===== config.mk =====
export PLATFORM = sky130hd
export DESIGN_NAME = date_counter
export DESIGN_NICKNAME = d
export VERILOG_FILES = /design/src/rtl/date_counter.sv
export SDC_FILE = /design/constraint.sdc
export NUM_CORES = 1
export LEC_CHECK = 0
export CORE_UTILIZATION = 50
export CTS_CLUSTER_DIAMETER = 80
export DETAILED_ROUTE_END_ITERATION = 10
export PLACE_DENSITY = 0.8
export SLEW_MARGIN = 10
export SYNTH_ARGS = -nofsm -noshare
export SYNTH_HDL_FRONTEND = slang
export SYNTH_SLANG_ARGS = --single-unit

===== constraint.sdc =====
create_clock -name clk -period 6 [get_ports clk]
set_input_delay 1.2 -clock clk [delete_from_list [all_inputs] [get_ports clk]]
set_output_delay 1.2 -clock clk [all_outputs]
set_load 0.02 [all_outputs]

===== src/rtl/date_counter.sv =====
// Registered calendar date that advances one day per tick and accepts range-checked loads.
// Feeds dayOfYrCalc directly, so the outputs must always hold a valid date.
module date_counter #(
  parameter int CALENDER    = 0,
  parameter int RESET_DAY   = 1,
  parameter int RESET_MONTH = 1,
  parameter int RESET_YEAR  = 1970
) (
  input  logic        clk,
  input  logic        reset,
  input  logic        tick,
  input  logic        load,
  input  logic [5:0]  loadDay,
  input  logic [3:0]  loadMonth,
  input  logic [10:0] loadYear,
  output logic [5:0]  dayOfMonth,
  output logic [3:0]  month,
  output logic [10:0] year,
  output logic        newYear,
  output logic        yearWrap,
  output logic        loadErr
);

  // Constant-divisor remainders keep the leap test single-cycle combinational.
  function automatic logic is_leap(input logic [10:0] y);
    if (CALENDER == 1) return (y[1:0] == 2'b00);
    return (y[1:0] == 2'b00) && (((y % 11'd100) != 11'd0) || ((y % 11'd400) == 11'd0));
  endfunction

  function automatic logic [5:0] days_in_month(input logic [3:0] m, input logic [10:0] y);
    logic [5:0] dim;
    case (m)
      4'd2:                      dim = is_leap(y) ? 6'd29 : 6'd28;
      4'd4, 4'd6, 4'd9, 4'd11:   dim = 6'd30;
      default:                   dim = 6'd31;
    endcase
    return dim;
  endfunction

  localparam logic [3:0]  RST_M = 4'(RESET_MONTH);
  localparam logic [10:0] RST_Y = 11'(RESET_YEAR);
  localparam logic [5:0]  RST_D = 6'(RESET_DAY);
  localparam bit RESET_VALID = (RESET_YEAR >= 0) && (RESET_YEAR <= 2047) &&
                               (RESET_MONTH >= 1) && (RESET_MONTH <= 12) &&
                               (RESET_DAY >= 1) &&
                               (RESET_DAY <= int'(days_in_month(RST_M, RST_Y)));

  if (!RESET_VALID) begin : g_bad_reset_date
    $error("date_counter: RESET_DAY/RESET_MONTH/RESET_YEAR is not a valid date");
  end

  logic [5:0]  day_n;
  logic [3:0]  month_n;
  logic [10:0] year_n;
  logic        new_year_n;
  logic        year_wrap_n;
  logic        load_err_n;
  logic [5:0]  cur_dim;
  logic [5:0]  load_dim;
  logic        load_ok;

  assign cur_dim  = days_in_month(month, year);
  assign load_dim = days_in_month(loadMonth, loadYear);
  assign load_ok  = (loadMonth >= 4'd1) && (loadMonth <= 4'd12) &&
                    (loadDay >= 6'd1) && (loadDay <= load_dim);

  // Load wins over tick; a rejected load holds the date and only raises loadErr.
  always_comb begin
    day_n       = dayOfMonth;
    month_n     = month;
    year_n      = year;
    new_year_n  = 1'b0;
    year_wrap_n = 1'b0;
    load_err_n  = 1'b0;
    if (load) begin
      if (load_ok) begin
        day_n   = loadDay;
        month_n = loadMonth;
        year_n  = loadYear;
      end else begin
        load_err_n = 1'b1;
      end
    end else if (tick) begin
      if (dayOfMonth < cur_dim) begin
        day_n = dayOfMonth + 6'd1;
      end else if (month < 4'd12) begin
        day_n   = 6'd1;
        month_n = month + 4'd1;
      end else begin
        day_n       = 6'd1;
        month_n     = 4'd1;
        year_n      = year + 11'd1;
        new_year_n  = 1'b1;
        year_wrap_n = (year == 11'd2047);
      end
    end
  end

  always_ff @(posedge clk) begin
    if (reset) begin
      dayOfMonth <= RST_D;
      month      <= RST_M;
      year       <= RST_Y;
      newYear    <= 1'b0;
      yearWrap   <= 1'b0;
      loadErr    <= 1'b0;
    end else begin
      dayOfMonth <= day_n;
      month      <= month_n;
      year       <= year_n;
      newYear    <= new_year_n;
      yearWrap   <= year_wrap_n;
      loadErr    <= load_err_n;
    end
  end

endmodule


run_1/met1.png
Supply wires on this layer in gray.
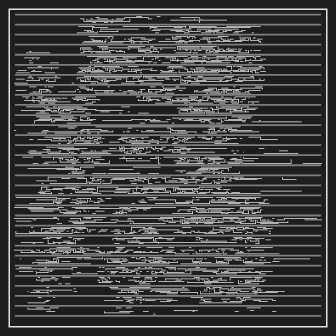
main direction	horizontal
nets with wire on the layer	523
share of all routed wire	44%

run_1/met2.png
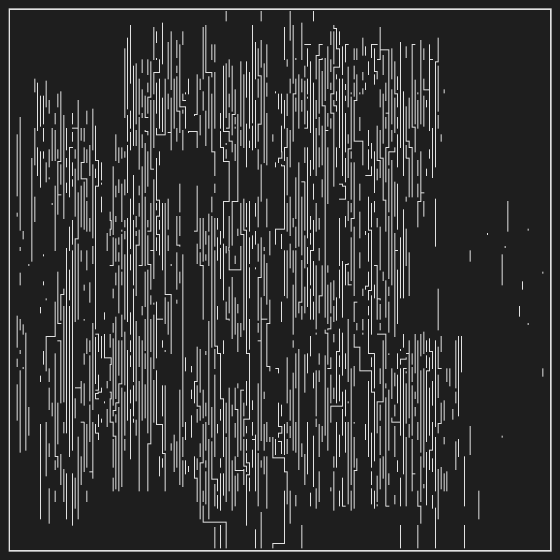
share of all routed wire	48%
longest straight run	33.5 um
nets with wire on the layer	494
final wirelength: 10.16 mm
Via Count: 4197

run_1/met3.png
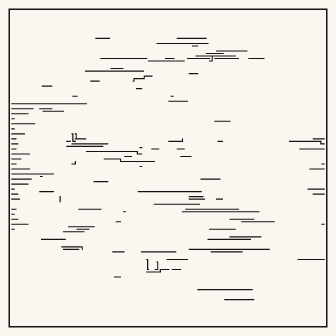
nets with wire on the layer	94
wire length on this layer	608 um
main direction	horizontal
share of all routed wire	6.0%
met3 Use GR: 3.850%

## run 1: stage by stage
stage / power (mW) / utilization (%) / cells
final: 0.6303 / 61.80 / 625
after global routing: 0.6646 / 61.80 / 625
after CTS: 0.6250 / 61.56 / 625
after detailed placement: 0.4784 / 60.50 / 621
after global placement: 0.4717 / 60.50 / 621
after floorplan: 0.3836 / - / 511
## run 1: final cells by class
cell class | instances | area (um2)
Inverter | 18 | 67.56
Timing Repair Buffer | 74 | 693.2
Sequential cell | 24 | 480.5
Tap cell | 80 | 100.1
Clock buffer | 3 | 41.29
Fill cell | 641 | 2581
Multi-Input combinational cell | 425 | 2763
Clock inverter | 1 | 30.03
## run 1: sequential cells by signal (all words and copies together), names as in the netlist
register,cells
yearWrap,1
dayOfMonth,6
loadErr,1
newYear,1
month,4
year,11
## run 1: cells by family (layout without fill, tap and decap cells)
group,count (synthesis),in the layout
compound gates,201,201
mux,7,7
xor+xnor,5,5
simple gates,200,200
buf+inv,62,96
flops,24,24
fa+ha+maj,12,12
## run 1: what timing repair did
| item | 4_1_cts | 5_1_grt |
|---|---|---|
| endpoints found under the setup margin | 0 | 17 |
| endpoints found under the hold margin | 0 | 0 |
| buffers inserted | 0 | 0 |
| resized | 0 | 6 |
## run 1: worst max-delay path, cell delays in order
cell and delay (ns):
clkdlybuf4s50_1 0.51, buf_12 0.15, nor2b_1 0.28, a21oi_1 0.15, a211oi_1 0.48, o31a_1 0.22
xnor2_1 0.07, or3_1 0.30, nand4_1 0.11, xnor2_1 0.09, or2_2 0.28, mux2i_1 0.14
a41oi_1 0.15, ha_1 0.30, a211oi_1 0.07, or4_1 0.53, o21a_1 0.22, nor2_1 0.11
buf_4 0.16, o21ai_0 0.08, a221o_1 0.35
==> qor.yml, run 1 <==
syn_area_um2: 3491
ys_seq_share_pct: 13.76
wl_per_cell_um: 16.26
coreArea_um2: 6756
drtAntennaViolNets: 0
synth.most_common_cell: "nor2_1"
firstDrtPassIters: 6
hold_viol_final: 0
critPathCapture: "year[10]"
critPathLaunch: "loadYear[10]"
synthSimpleGateAreaFrac_pct: 29.89
cts_tree: "yes"
rrSetupSlack_ns: 1.78
h-tree-depth: 1
xor_share_pct: 1.254
outcome: "completed"
power.leakage_nw: 1.616
final_common_cell: "nor2_1"
met3_length_um: 607
worstSetupPathType: "in2reg"
clk_pin_slew_ns: 0.10
drive_gt1_share_pct: 9.908
ys_cells: 511
==> run 2: changes to the inputs <==
--- a/config.mk
+++ b/config.mk
@@ -9,7 +9,6 @@
 export CTS_CLUSTER_DIAMETER = 80
 export DETAILED_ROUTE_END_ITERATION = 10
 export PLACE_DENSITY = 0.8
-export SLEW_MARGIN = 10
 export SYNTH_ARGS = -nofsm -noshare
 export SYNTH_HDL_FRONTEND = slang
 export SYNTH_SLANG_ARGS = --single-unit
==> run 2 against run 1 <==
First-iteration DRC count stayed put. Maximum frequency stayed put. Synthesized area stayed put. Cell count stayed put. Synthesized cell count stayed put. Highest routed layer unchanged. Count of clock-buffer cells in the layout stayed put. Critical endpoint unchanged. Sequential power hardly changed. Power stayed put. Combinational power hardly changed. Register-to-register slack hardly changed.
==> qor.yml, run 2 <==
critPathBufInv: 3  # unchanged
wl_mm: 10.16  # unchanged
final_cells: 625  # unchanged
dp_cells: 621  # unchanged
fin_total_pwr_mw: 0.6303  # unchanged
final_common_cell: "nor2_1"
h-tree-depth: 1  # unchanged
crit_chain: "clkdlybuf4s50_1 -> buf_12 -> nor2b_1 -> a21oi_1 -> a211oi_1 -> o31a_1 -> xnor2_1 -> or3_1 -> nand4_1 -> xnor2_1 -> or2_2 -> mux2i_1 -> a41oi_1 -> ha_1 -> a211oi_1 -> or4_1 -> o21a_1 -> nor2_1 -> buf_4 -> o21ai_0 -> a221o_1"
synth.most_common_cell: "nor2_1"
drive_gt1_share_pct: 9.908  # unchanged
postCtsSetupBuffers: 0  # unchanged
largest_reg_flops: 11  # unchanged
rrSetupSlack_ns: 1.78  # about the same
max_stage_delay_ns: 0.53  # about the same
fin_util_pct: 61.80  # unchanged
grt_util_met3_pct: 3.850  # unchanged
firstDrtPassIters: 6  # unchanged
critPathTopFamily: "AND-OR/OR-AND gates"
coreArea_um2: 6756  # unchanged
top_regs: "year (11), dayOfMonth (6), month (4)"
regMostFlops: "year"
postCtsResizedCells: 0  # unchanged
syn_area_um2: 3491  # unchanged
clk_pin_slew_ns: 0.10  # about the same
worstSetupPathType: "in2reg"
power.leakage_nw: 1.616  # unchanged
outcome: "completed"
via_count: 4197  # unchanged
hold_viol_final: 0  # unchanged
run 2: cell counts in the layout (fill, tap and decap cells not counted):
No cell type changed its count.
run 2: kinds of logic (layout without fill, tap and decap cells):
kind of cell	Yosys count	count (layout)	synth area share, %
DFF	24	24	13.76
and+or+nand+nor	200	200	29.89
muxes	7	7	2.079
AOI/OAI and AO/OA	201	201	41.43
xor gates and xnor gates	5	5	1.254
adders and majority gates	12	12	4.158
buffers and inverters	62	96	7.419
run 2: area by class of cell:
type	count	area, um2
multi-input combinational	425	2763
clock buffer	3	41.29
clock inverter	1	30.03
timing repair buffer	74	693.2
inverter	18	67.56
fill	641	2581
tap	80	100.1
sequential	24	480.5
run 2: how the worst max path moves through the flow:
stage,end,slack (ns),cells past startpoint
final,year[10],0.21,21
after global routing,year[8],0.007,22
after CTS,year[10],0.19,22
after detailed placement,year[10],-0.1,22
after global placement,year[10],0.11,20
after floorplan,year[10],0.30,21
run 2: worst min-delay path: stages, from the launching register on:
cell     delay (ns)
dfxtp_1        0.36
nand3_1        0.08
a21oi_1        0.06
run 2: layer usage:
metal | wire length [um] | part of all wire, % | up-vias
li1 | - | - | 2016
met1 | 4522 | 44 | 1971
met2 | 4887 | 48 | 192
met3 | 607 | 6.0 | 18
met4 | 146 | 1.4 | 0
met5 | 0 | 0 | -
run 2: power groups by stage:
stage	logic, mW	clock network [mW]	registers, mW
after floorplan	0.193	0	0.191
after global placement	0.279	0	0.193
after detailed placement	0.285	0	0.193
after CTS	0.287	0.148	0.190
after global routing	0.318	0.153	0.193
final	0.293	0.147	0.191
run_2/met3.png
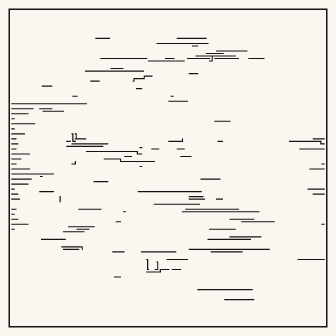
nets with wire on the layer	94
longest straight run	21.6 um
wire length on this layer	608 um

Power is estimated from default activity; no workload was simulated.
